$ cat config.mk
export PLATFORM = sky130hd
export DESIGN_NAME = reg_file_mp
export DESIGN_NICKNAME = d
export VERILOG_FILES = /design/src/rtl/reg_file_mp.sv
export SDC_FILE = /design/constraint.sdc
export NUM_CORES = 2
export LEC_CHECK = 0
export CAP_MARGIN = 20
export CELL_PAD_IN_SITES_DETAIL_PLACEMENT = 1
export CELL_PAD_IN_SITES_GLOBAL_PLACEMENT = 1
export CORE_MARGIN = 4
export CORE_UTILIZATION = 41
export CTS_CLUSTER_DIAMETER = 40
export DETAILED_ROUTE_END_ITERATION = 10
export PLACE_DENSITY = 0.7
export SETUP_SLACK_MARGIN = 0.05
export SYNTH_ARGS = -nofsm -noshare
export SYNTH_HDL_FRONTEND = slang
export SYNTH_SLANG_ARGS = --single-unit
export TNS_END_PERCENT = 1
$ cat constraint.sdc
create_clock -name clk -period 5.5 [get_ports clk]
set_input_delay 1.1 -clock clk [delete_from_list [all_inputs] [get_ports clk]]
set_output_delay 1.1 -clock clk [all_outputs]
set_load 0.1 [all_outputs]
$ cat src/rtl/reg_file_mp.sv
// Parametrised register file with one write port and NUM_RD registered read ports.
// A post-reset sequencer zeroes the whole array before asserting ready.
module reg_file_mp #(
    parameter int DATA_W   = 64,
    parameter int ADDR_W   = 5,
    parameter int NUM_RD   = 2,
    parameter int ZERO_REG = 1,
    parameter int BYPASS   = 1
) (
    input  logic                       clk,
    input  logic                       rst_n,
    input  logic                       reg_write,
    input  logic [ADDR_W-1:0]          wn,
    input  logic [DATA_W-1:0]          wd,
    input  logic [NUM_RD*ADDR_W-1:0]   rn,
    output logic [NUM_RD*DATA_W-1:0]   rd,
    output logic                       ready,
    output logic [0:0]                 dbg_state
);

    localparam int DEPTH = 1 << ADDR_W;

    localparam logic [0:0] S_INIT = 1'b0;
    localparam logic [0:0] S_IDLE = 1'b1;

    localparam logic [ADDR_W:0] LAST_IDX = (ADDR_W + 1)'(DEPTH - 1);
    localparam logic [ADDR_W:0] CNT_ONE  = {{ADDR_W{1'b0}}, 1'b1};

    logic [0:0]        state_q, state_d;
    logic [ADDR_W:0]   init_cnt_q, init_cnt_d;
    logic              ready_q, ready_d;

    logic [DATA_W-1:0] mem_q [DEPTH];

    logic              wr_en;
    logic              mem_we;
    logic [ADDR_W-1:0] mem_addr;
    logic [DATA_W-1:0] mem_data;

    always_comb begin
        state_d    = state_q;
        init_cnt_d = init_cnt_q;
        ready_d    = ready_q;
        case (state_q)
            S_INIT: begin
                init_cnt_d = init_cnt_q + CNT_ONE;
                if (init_cnt_q == LAST_IDX) begin
                    state_d = S_IDLE;
                    ready_d = 1'b1;
                end
            end
            default: begin
                state_d = S_IDLE;
            end
        endcase
    end

    always_ff @(posedge clk or negedge rst_n) begin
        if (!rst_n) begin
            state_q    <= S_INIT;
            init_cnt_q <= '0;
            ready_q    <= 1'b0;
        end else begin
            state_q    <= state_d;
            init_cnt_q <= init_cnt_d;
            ready_q    <= ready_d;
        end
    end

    // A write is only real in IDLE and never to the hardwired-zero entry;
    // the same qualified enable gates the bypass so dropped writes never forward.
    assign wr_en = (state_q == S_IDLE) && reg_write &&
                   !((ZERO_REG != 0) && (wn == '0));

    always_comb begin
        if (state_q == S_INIT) begin
            mem_we   = 1'b1;
            mem_addr = init_cnt_q[ADDR_W-1:0];
            mem_data = '0;
        end else begin
            mem_we   = wr_en;
            mem_addr = wn;
            mem_data = wd;
        end
    end

    always_ff @(posedge clk) begin
        if (mem_we) begin
            mem_q[mem_addr] <= mem_data;
        end
    end

    for (genvar k = 0; k < NUM_RD; k++) begin : g_rd
        logic [ADDR_W-1:0] ra;
        logic [DATA_W-1:0] rd_q, rd_d;

        assign ra = rn[k*ADDR_W +: ADDR_W];

        always_comb begin
            if (state_q != S_IDLE) begin
                rd_d = '0;
            end else if ((ZERO_REG != 0) && (ra == '0)) begin
                rd_d = '0;
            end else if ((BYPASS != 0) && wr_en && (wn == ra)) begin
                rd_d = wd;
            end else begin
                rd_d = mem_q[ra];
            end
        end

        always_ff @(posedge clk or negedge rst_n) begin
            if (!rst_n) begin
                rd_q <= '0;
            end else begin
                rd_q <= rd_d;
            end
        end

        assign rd[k*DATA_W +: DATA_W] = rd_q;
    end

    assign ready     = ready_q;
    assign dbg_state = state_q;

endmodule
Fig. 1: where the registers sit
Scale bar: 100 um.
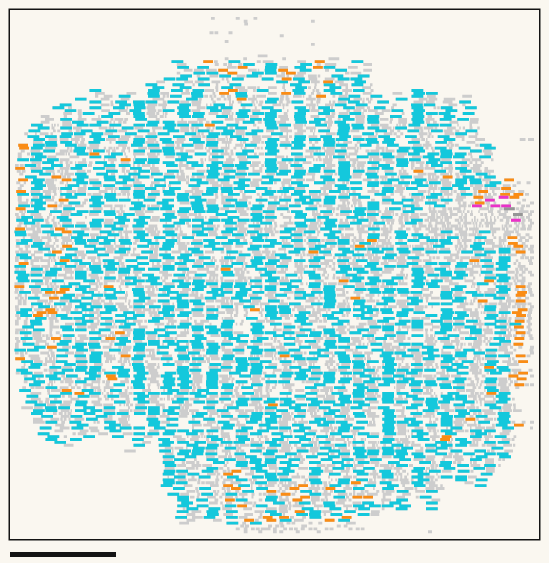
legend:
  orange:
    netlist_name: `g_rd.rd_q`
    placed_flops: 128
    where: all over the die
  cyan:
    netlist_name: `mem_q`
    placed_flops: 2048
  magenta:
    netlist_name: `init_cnt_q`
    placed_flops: 6
not colored: 2
Core Util, Final: 49.5%
fraction of standard cell area that is sequential: 55.0%
FF/Latch Area: 0.0649 mm2
sequential power: 18.5 mW

Fig. 2: routed metal, one color a layer
Scale bar: 100 um.
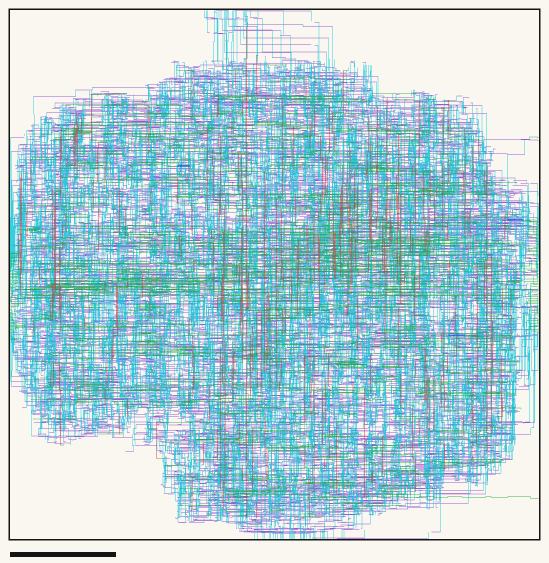
legend:
  cyan:
    layer: metal 2
    wire_length: 157 mm
  blue:
    layer: metal 5
    wire_length: 37.7 um
  purple:
    layer: metal 1
    wire_length: 130 mm
  green:
    layer: metal 3
    wire_length: 39.8 mm
  red:
    layer: metal 4
    wire_length: 11500 um

==> results.cfg <==
; flow metrics
[finish]
area_growth_pct = 19.5
final_layout_top_logic_cell = edfxtp_1
layout.area.comb_mm2 = 0.0324
diodes = 5
comb_share_pct = 27.5

[placement]
place_ws_ps = 903
numPortBuffers = 211
place_congestion = 0.811
dp_hpwl_um = 191000

[pwr]
switching_share_pct = 25.4
leakagePower_nw = 38.2
p_clk_share_pct = 48.1

[clock_tree]
clock_latency_ps = 950
hold_buffers = 0
clk_path_buf_depth = 4
post_cts_buffers = 0

[route]
ant_nets = 0
num_vias = 59800

[worst_setup_path]
rr_endpoint = mem_q[9][1]
crit_end = dbg_state
worst-path-buf-inv = 1

[floorplan]
die_w_um = 499
fp-utilization_pct = 41.4

[logic_synthesis]
top_area_cell = edfxtp_1
ys_area_mm2 = 0.0988
synth_nets = 5137
top_cells_by_count = edfxtp_1, mux4_2, clkbuf_1
synth-seq-area-share_pct = 65.7
top_logic_kind = multiplexers
synth_cells = 5054
ys_cells = 5054
synth.mux.area_fraction_pct = 23.8

[global_routing]
grt_max_degree = 100
grt_pass1_vias = 62700
grt_use_met2_pct = 41.5

[sta]
finalSetupViolations = 0
worstMarginPinSlew_ps = 1140
fin_crit_ps = 3950

[run_status]
status = complete, no violations

[min_path]
min_path_type = input pin to async pin
Fig. 3: a small window of the routed layout
Scale bar: 5 um. Region (239, 339) to (259, 359) um. Cells in gray, sequential cells in the stronger gray; small squares are vias.
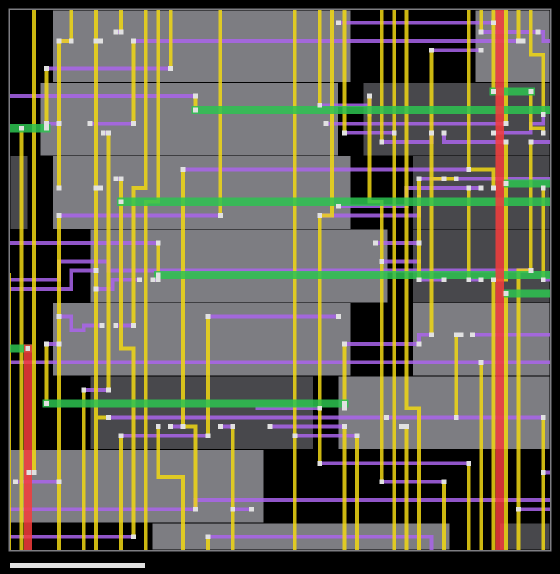
legend:
  red:
    layer: metal 4
  green:
    layer: metal 3
  yellow:
    layer: metal 2
  purple:
    layer: metal 1
sequential cells in the window: 7
netlist names of flops here include: `mem_q` (7)
most frequent: edfxtp_1 (7), mux4_2 (4)
cells with their middle in the window: 11

Fig. 4: congestion heat map
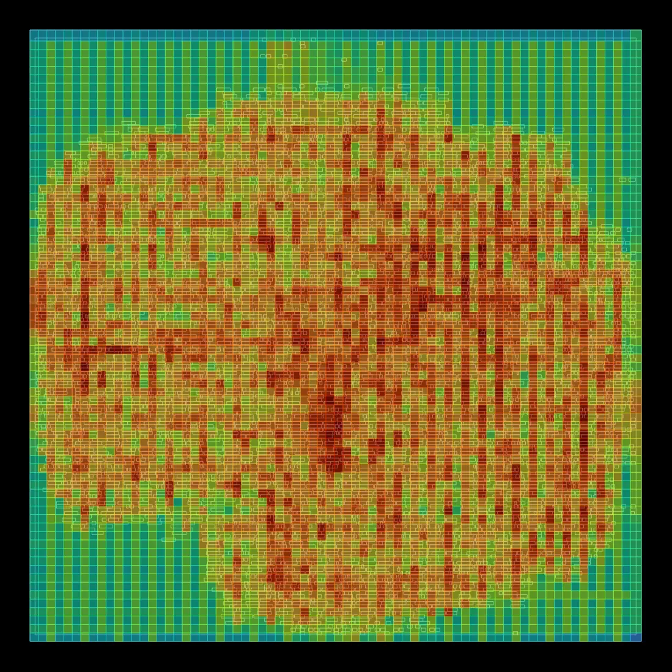
met1 usage: 37.2%
GRT met3 Usage: 6.84%
GRT Overall Usage: 26.7%
GR peak layer: met2

Power is estimated from default activity; no workload was simulated.
